[src/rtl/alu_pkg.sv]
// Shared constants and types for the ALU execution sequencer and its helpers.
package alu_pkg;

    localparam int ALU_WIDTH = 16;

    localparam logic [2:0] ALU_OP_ADD = 3'b000;
    localparam logic [2:0] ALU_OP_SUB = 3'b001;

    typedef enum logic [1:0] {
        ST_IDLE    = 2'b00,
        ST_SETTLE  = 2'b01,
        ST_CAPTURE = 2'b10,
        ST_RESP    = 2'b11
    } state_e;

endpackage

[src/rtl/alu_flag_gen.sv]
// Combinational zero/negative/signed-overflow flags for an ALU result.
module alu_flag_gen
    import alu_pkg::*;
#(
    parameter int WIDTH = ALU_WIDTH
) (
    input  logic [WIDTH-1:0] a_i,
    input  logic [WIDTH-1:0] b_i,
    input  logic [2:0]       op_i,
    input  logic [WIDTH-1:0] res_i,
    output logic             zero_o,
    output logic             neg_o,
    output logic             ovf_o
);

    localparam int S = WIDTH - 1;

    always_comb begin
        zero_o = (res_i == '0);
        neg_o  = res_i[S];
        ovf_o  = 1'b0;
        // Overflow only has meaning for the two arithmetic opcodes.
        case (op_i)
            ALU_OP_ADD: ovf_o = (a_i[S] == b_i[S]) && (res_i[S] != a_i[S]);
            ALU_OP_SUB: ovf_o = (a_i[S] != b_i[S]) && (res_i[S] != a_i[S]);
            default:    ovf_o = 1'b0;
        endcase
    end

endmodule

[src/rtl/alu_exec_ctrl.sv]
// Sequencer in front of the combinational ALU: latches a request, enables the
// ALU bus driver for a settle window, samples the result and returns it with flags.
//
// state   | meaning
// IDLE    | ready for a request, ALU bus driver off
// SETTLE  | operands applied, ALU driving the bus, settle counter running
// CAPTURE | final enabled cycle; result bus sampled at its closing edge
// RESP    | response held until RSP_READY, ALU bus driver off
module alu_exec_ctrl
    import alu_pkg::*;
#(
    parameter int WIDTH         = ALU_WIDTH,
    parameter int SETTLE_CYCLES = 1
) (
    input  logic             CLK,
    input  logic             RESET_N,
    input  logic             REQ_VALID,
    output logic             REQ_READY,
    input  logic [2:0]       REQ_OP,
    input  logic [WIDTH-1:0] REQ_A,
    input  logic [WIDTH-1:0] REQ_B,
    output logic [WIDTH-1:0] ALU_IN1,
    output logic [WIDTH-1:0] ALU_IN2,
    output logic [2:0]       ALU_OP,
    output logic             ALU_OUT_EN,
    input  logic [WIDTH-1:0] RES_BUS,
    output logic             RSP_VALID,
    input  logic             RSP_READY,
    output logic [WIDTH-1:0] RSP_DATA,
    output logic             RSP_ZERO,
    output logic             RSP_NEG,
    output logic             RSP_OVF,
    output logic             BUSY
);

    if (SETTLE_CYCLES < 1 || SETTLE_CYCLES > 15) begin : g_bad_settle
        $error("alu_exec_ctrl: SETTLE_CYCLES must be in 1..15");
    end

    localparam logic [3:0] CNT_LOAD = 4'(SETTLE_CYCLES - 1);

    state_e             state_q;
    logic [3:0]         cnt_q;
    logic [WIDTH-1:0]   in1_q;
    logic [WIDTH-1:0]   in2_q;
    logic [2:0]         op_q;
    logic               out_en_q;
    logic               rsp_valid_q;
    logic [WIDTH-1:0]   rsp_data_q;
    logic               rsp_zero_q;
    logic               rsp_neg_q;
    logic               rsp_ovf_q;
    logic               req_ready_q;
    logic               busy_q;

    logic               flag_zero;
    logic               flag_neg;
    logic               flag_ovf;

    alu_flag_gen #(.WIDTH(WIDTH)) u_flag_gen (
        .a_i    (in1_q),
        .b_i    (in2_q),
        .op_i   (op_q),
        .res_i  (RES_BUS),
        .zero_o (flag_zero),
        .neg_o  (flag_neg),
        .ovf_o  (flag_ovf)
    );

    // The async clear of out_en_q releases the shared bus the moment reset asserts.
    always_ff @(posedge CLK or negedge RESET_N) begin
        if (!RESET_N) begin
            state_q     <= ST_IDLE;
            cnt_q       <= '0;
            in1_q       <= '0;
            in2_q       <= '0;
            op_q        <= '0;
            out_en_q    <= 1'b0;
            rsp_valid_q <= 1'b0;
            rsp_data_q  <= '0;
            rsp_zero_q  <= 1'b0;
            rsp_neg_q   <= 1'b0;
            rsp_ovf_q   <= 1'b0;
            req_ready_q <= 1'b1;
            busy_q      <= 1'b0;
        end else begin
            case (state_q)
                ST_IDLE: begin
                    if (REQ_VALID) begin
                        in1_q       <= REQ_A;
                        in2_q       <= REQ_B;
                        op_q        <= REQ_OP;
                        out_en_q    <= 1'b1;
                        cnt_q       <= CNT_LOAD;
                        req_ready_q <= 1'b0;
                        busy_q      <= 1'b1;
                        state_q     <= ST_SETTLE;
                    end
                end
                ST_SETTLE: begin
                    if (cnt_q == 4'd0) begin
                        state_q <= ST_CAPTURE;
                    end else begin
                        cnt_q <= cnt_q - 4'd1;
                    end
                end
                ST_CAPTURE: begin
                    rsp_data_q  <= RES_BUS;
                    rsp_zero_q  <= flag_zero;
                    rsp_neg_q   <= flag_neg;
                    rsp_ovf_q   <= flag_ovf;
                    out_en_q    <= 1'b0;
                    rsp_valid_q <= 1'b1;
                    state_q     <= ST_RESP;
                end
                ST_RESP: begin
                    if (RSP_READY) begin
                        rsp_valid_q <= 1'b0;
                        req_ready_q <= 1'b1;
                        busy_q      <= 1'b0;
                        state_q     <= ST_IDLE;
                    end
                end
                default: begin
                    out_en_q    <= 1'b0;
                    rsp_valid_q <= 1'b0;
                    req_ready_q <= 1'b1;
                    busy_q      <= 1'b0;
                    state_q     <= ST_IDLE;
                end
            endcase
        end
    end

    assign REQ_READY  = req_ready_q;
    assign ALU_IN1    = in1_q;
    assign ALU_IN2    = in2_q;
    assign ALU_OP     = op_q;
    assign ALU_OUT_EN = out_en_q;
    assign RSP_VALID  = rsp_valid_q;
    assign RSP_DATA   = rsp_data_q;
    assign RSP_ZERO   = rsp_zero_q;
    assign RSP_NEG    = rsp_neg_q;
    assign RSP_OVF    = rsp_ovf_q;
    assign BUSY       = busy_q;

endmodule

[config.mk]
export PLATFORM = sky130hd
export DESIGN_NAME = alu_exec_ctrl
export DESIGN_NICKNAME = d
export VERILOG_FILES = /design/src/rtl/alu_pkg.sv /design/src/rtl/alu_flag_gen.sv /design/src/rtl/alu_exec_ctrl.sv
export SDC_FILE = /design/constraint.sdc
export NUM_CORES = 1
export LEC_CHECK = 0
export ABC_CLOCK_PERIOD_IN_PS = 3030
export CAP_MARGIN = 30
export CORE_MARGIN = 2
export CORE_UTILIZATION = 46
export DETAILED_ROUTE_END_ITERATION = 10
export PLACE_DENSITY = 0.93
export SETUP_SLACK_MARGIN = 0.05
export SLEW_MARGIN = 20
export SYNTH_ARGS = -nofsm -noshare
export SYNTH_HDL_FRONTEND = slang
export SYNTH_SLANG_ARGS = --single-unit
[constraint.sdc]
create_clock -name CLK -period 3.03 [get_ports CLK]
set_input_delay 0.7575 -clock CLK [delete_from_list [all_inputs] [get_ports CLK]]
set_output_delay 0.7575 -clock CLK [all_outputs]
set_load 0.01 [all_outputs]
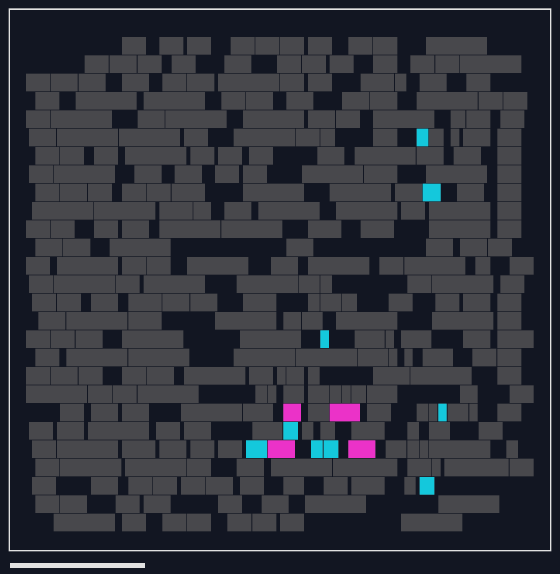
Figure 1: run 1, gate-type map.
Bar = 20 um.
| color | family | cells |
|---|---|---|
| magenta | and/or cells | 4 |
| cyan | nand cells | 9 |
Finished Layout Cells: 379
combinational share of cell area: 25.21%

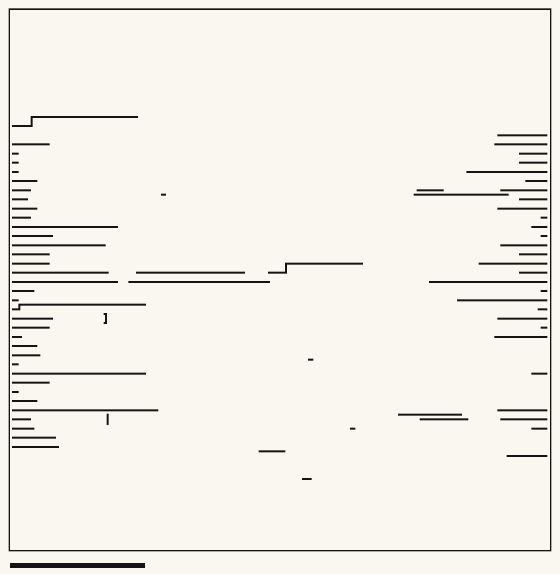
Figure 2: run 1, met3 routing.
Bar = 20 um.
longest straight run: 21.4 um
main direction: horizontal
DRT Wirelength: 6111 um
met3 usage: 5.843%
DR vias: 1,933

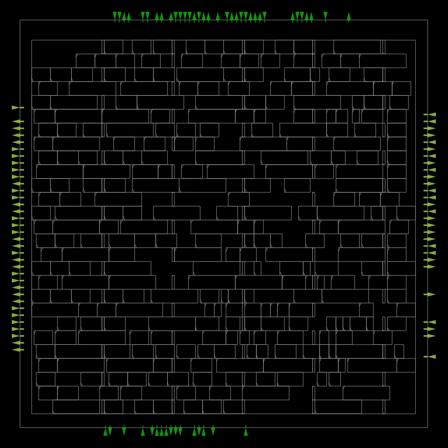
Figure 3: run 1, cell outlines without signal wires.
Tapcell Cnt: 72
Core Util, Final: 73.10%

==> flow_metrics.tcl, run 1 <==
# place-and-route summary
set metrics [dict create \
    hpwl_um 4578 \
    synth-edff-count 0 \
    cts.sinks 63 \
    fin_nets 367 \
    cts.htree.levels 3 \
    outcome "finished clean" \
    placed_cells 365 \
    antenna_cells 0 \
    rsz0062_at_grt "false" \
    ff2ff_setup_slack_ns 1.20 \
    lay_top_count "clkdlybuf4s50_1" \
    synth_cells 184 \
    ys.flop_type "dfrtp_1" \
    final_cell_mix "111 x clkdlybuf4s50_1, 62 x dfrtp_1, 51 x mux2_2" \
    fp-utilization_pct 48.10 \
    total_power_mw 4.285 \
    crit_required_ns 2.27 \
    fmaxAchievable_mhz 463.7 \
    setup_violations 0 \
    drv_cap 0 \
    place_congestion 0.7977 \
    wl_per_cell_um 16.12 \
    leakagePower_nw 1.710 \
    areaGrowthSynthToFinish_pct 51.97 \
    grt_pass1_wl_um 9708 \
    critPathLaunchType "flip-flop" \
    synth.avg_cell_area_um2 14.48 \
    tightest_slew_ns 0.4290 \
    postPlaceCellArea_um2 3865 \
]
run 1: layer usage:
metal	global-route usage, %	share of wire, %
met2	32.67	50
met4	8.644	1.3
met1	24.91	41
met3	5.843	7.8
met5	0	0
run 1: area by class of cell:
| cell class | count | area, um2 |
|---|---|---|
| flip-flops and latches | 63 | 1578 |
| fillers | 392 | 1490 |
| repair buffers | 117 | 1161 |
| multi-input cells | 106 | 1021 |
| clock buffers | 12 | 165.2 |
| well taps | 72 | 90.09 |
| inverters | 8 | 30.03 |
| clock inverters | 1 | 5.005 |
run 1: registers in the layout, indices dropped and copies added (netlist names):
signal / count
ALU_OP: 3
RSP_NEG: 1
ALU_IN1: 16
ALU_IN2: 16
RSP_DATA: 15
RSP_ZERO: 1
RSP_VALID: 1
RSP_OVF: 1
state_q: 2
cnt_q: 4
REQ_READY: 1
ALU_OUT_EN: 1
BUSY: 1
run 1: cells in the mapped netlist, drive strengths merged, types with 2 or more instances:
cell | number | area [um2]
nor4 | 3 | 18.77
nor3 | 3 | 15.01
nor2 | 3 | 11.26
nor2b | 3 | 18.77
inv | 8 | 30.03
mux2 | 52 | 589.3
o41ai | 2 | 17.52
ha | 7 | 87.58
nand2 | 2 | 7.510
mux2i | 3 | 30.03
xnor2 | 2 | 17.52
o21ai | 5 | 25.02
dfrtp | 62 | 1551
nand3 | 2 | 10.01
o2bb2ai | 2 | 17.52
a21oi | 2 | 10.01
nand2b | 3 | 18.77
buf | 6 | 32.53
run 1: path summary, 6_finish.rpt:
kind,to,cells past startpoint
max in group asynchronous,RSP_DATA[2],2
min in group CLK,ALU_IN2[6],1
max,REQ_READY,1
min,state_q[1],1
min reg2reg,ALU_IN2[6],1
max reg2reg,state_q[1],5
run 1: report_power, final:
part | switching, mW | total (mW) | internal (mW)
Clock | 0.288 | 0.637 | 0.349
Combinational | 0.804 | 2.11 | 1.31
Sequential | 0.266 | 1.54 | 1.27
Total | 1.36 | 4.29 | 2.93
run 1: cells by family after synthesis:
group | synth area share, %
AND/OR/NAND/NOR | 5.963
multiplexers | 23.24
buffers and inverters | 2.488
flip-flops | 59.20
adder cells (fa/ha/maj) | 3.286
AND-OR/OR-AND | 4.836
XOR/XNOR | 0.9861
Figure 4. Cell area per tile (run 1).
8 x 8 tiles, from black (low) to pale yellow (high), 0 to 100% covered.
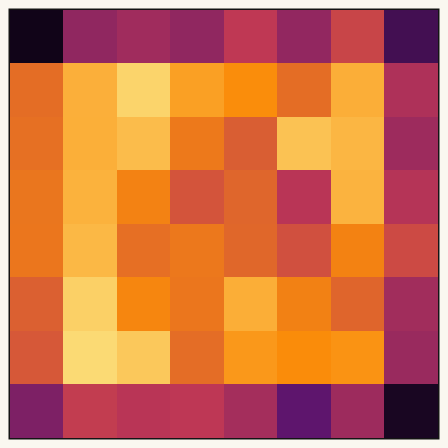

## Run 2: what changed since run 1
--- a/config.mk
+++ b/config.mk
@@ -5,12 +5,12 @@
 export SDC_FILE = /design/constraint.sdc
 export NUM_CORES = 1
 export LEC_CHECK = 0
-export ABC_CLOCK_PERIOD_IN_PS = 3030
+export ABC_CLOCK_PERIOD_IN_PS = 2190
 export CAP_MARGIN = 30
 export CORE_MARGIN = 2
-export CORE_UTILIZATION = 46
+export CORE_UTILIZATION = 42
 export DETAILED_ROUTE_END_ITERATION = 10
-export PLACE_DENSITY = 0.93
+export PLACE_DENSITY = 0.86
 export SETUP_SLACK_MARGIN = 0.05
 export SLEW_MARGIN = 20
 export SYNTH_ARGS = -nofsm -noshare
==> constraint.sdc (replaced) <==
create_clock -name CLK -period 2.19 [get_ports CLK]
set_input_delay 0.5475 -clock CLK [delete_from_list [all_inputs] [get_ports CLK]]
set_output_delay 0.5475 -clock CLK [all_outputs]
set_load 0.01 [all_outputs]
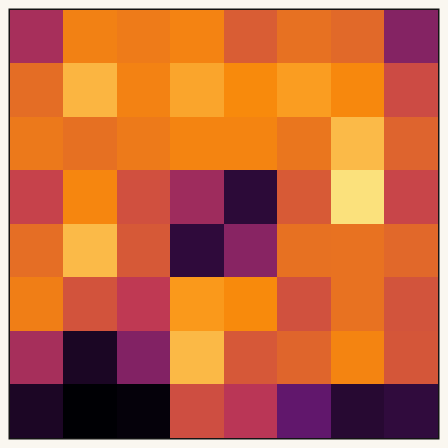
Figure 5: run 2, cell area per tile.
8 x 8 tiles, from black (low) to pale yellow (high), 0 to 100% covered.
fullest tile: 93%
nearly empty tiles: 3.1%
tiles over 75% full: 13%
mean over tiles: 57%
emptiest ninth of the die: bottom left

==> run 2 against run 1 <==
  * Core utilization decreased by 7.6 points
  * Sequential share of layout area decreased by 0.38 points
  * Clock skew up 0.0081 ns
  * Hold slack got worse by 0.13 ns
  * Flip-flop count unchanged
  * Synthesized cell count unchanged
  * Clock power grew about 50%
  * Critical path type unchanged
  * Setup slack lost 0.62 ns
  * Wire length down 4.3%
  * Total power rose by 40%
  * Clock-buffer cell count fell by 2
  * Final cell count grew 1.6%
==> flow_metrics.tcl, run 2 <==
# place-and-route summary
set metrics [dict create \
    outcome "finished clean" \
    cp.depth 1 \
    netlist.area_leader.share_pct 58.22 \
    areaGrowthSynthToFinish_pct 53.47 \
    fin_nets 365 \
    synth.avg_cell_area_um2 14.48 \
    synth_cells 184 \
    p_int_mw 4.107 \
    synth_top_cell_by_area "dfrtp_1" \
    antenna_cells 0 \
    drv_cap 0 \
    synth.area.top_cells "dfrtp_1 58%, mux2_2 22%, ha_1 3.3%" \
    cts.sinks 63 \
    reg2reg_depth 5 \
    total_power_mw 5.995 \
    hpwl_um 4322 \
    pwr-share-seq_pct 34.9 \
    wl_per_cell_um 15.19 \
    fillers 474 \
    final_cell_mix "111 x clkdlybuf4s50_1, 62 x dfrtp_1, 51 x mux2_2" \
    flop_area_um2 1578 \
    swShare_pct 31.49 \
    fmaxAchievable_mhz 516.1 \
]
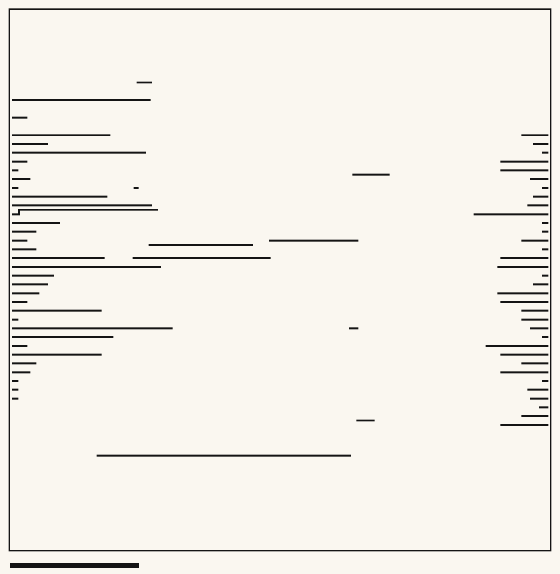
Figure 6: run 2, met3 routing.
Bar = 20 um.
share of all routed wire: 8.8%
nets with wire on the layer: 69
main direction: horizontal
longest straight run: 39.1 um
wire length on this layer: 513 um
DR vias: 1,880
met3 usage: 7.319%
DRT Wirelength: 5847 um

-- run 2: cell counts after synthesis --
Identical to the previous run, type by type.
-- run 2: worst paths after layout --
path                               endpoint  slack [ns]
min in group CLK                ALU_IN2[11]        0.50
worst min-delay path             ALU_IN2[6]        0.23
worst max-delay path              REQ_READY        0.25
worst min register to register  ALU_IN2[11]        0.50
worst max register to register   state_q[1]        0.38
max in group asynchronous        ALU_IN1[7]        1.32
-- run 2: per-stage QoR --
stage,area (um2),std cells
4_1_cts,4090,385
2_1_floorplan,2665,184
5_1_grt,4090,385
3_3_place_gp,3901,369
6_report,4090,385
3_5_place_dp,3901,369
-- run 2: cells by family after synthesis --
kind of cell    share of synthesized area, %
mux                                    23.24
fa+ha+maj                              3.286
simple gates                           5.963
buf+inv                                2.488
flops                                  59.20
xor+xnor                              0.9861
compound gates                         4.836
-- run 2: layout make-up --
cell class                 instances  share of cell area [%]
clock buffer                      10                   3.120
clock inverter                     6                   1.499
inverter                           8                  0.7342
multi-input combinational        106                   24.96
sequential                        63                   38.57
tap                               77                   2.355
timing repair buffer             115                   28.76
-- run 2: per-layer routing --
| metal | vias to the layer above | routed length, um | share of wire, % | global-route usage [%] |
|---|---|---|---|---|
| li1 | 892 | - | - | - |
| met1 | 900 | 2357 | 40 | 21.11 |
| met2 | 79 | 2888 | 49 | 28.80 |
| met3 | 9 | 513 | 8.8 | 7.319 |
| met4 | 0 | 87 | 1.5 | 7.478 |
| met5 | - | 0 | 0 | 0 |
-- run 2: power groups by stage --
stage,Clock (mW),Sequential [mW],Combinational [mW]
after floorplan,0,2.33,1.25
after detailed placement,0,2.11,2.97
final,0.957,2.09,2.95
after global routing,1.04,2.18,3.17
after global placement,0,2.07,2.90
after CTS,0.991,2.10,2.99
Power is estimated from default activity; no workload was simulated.
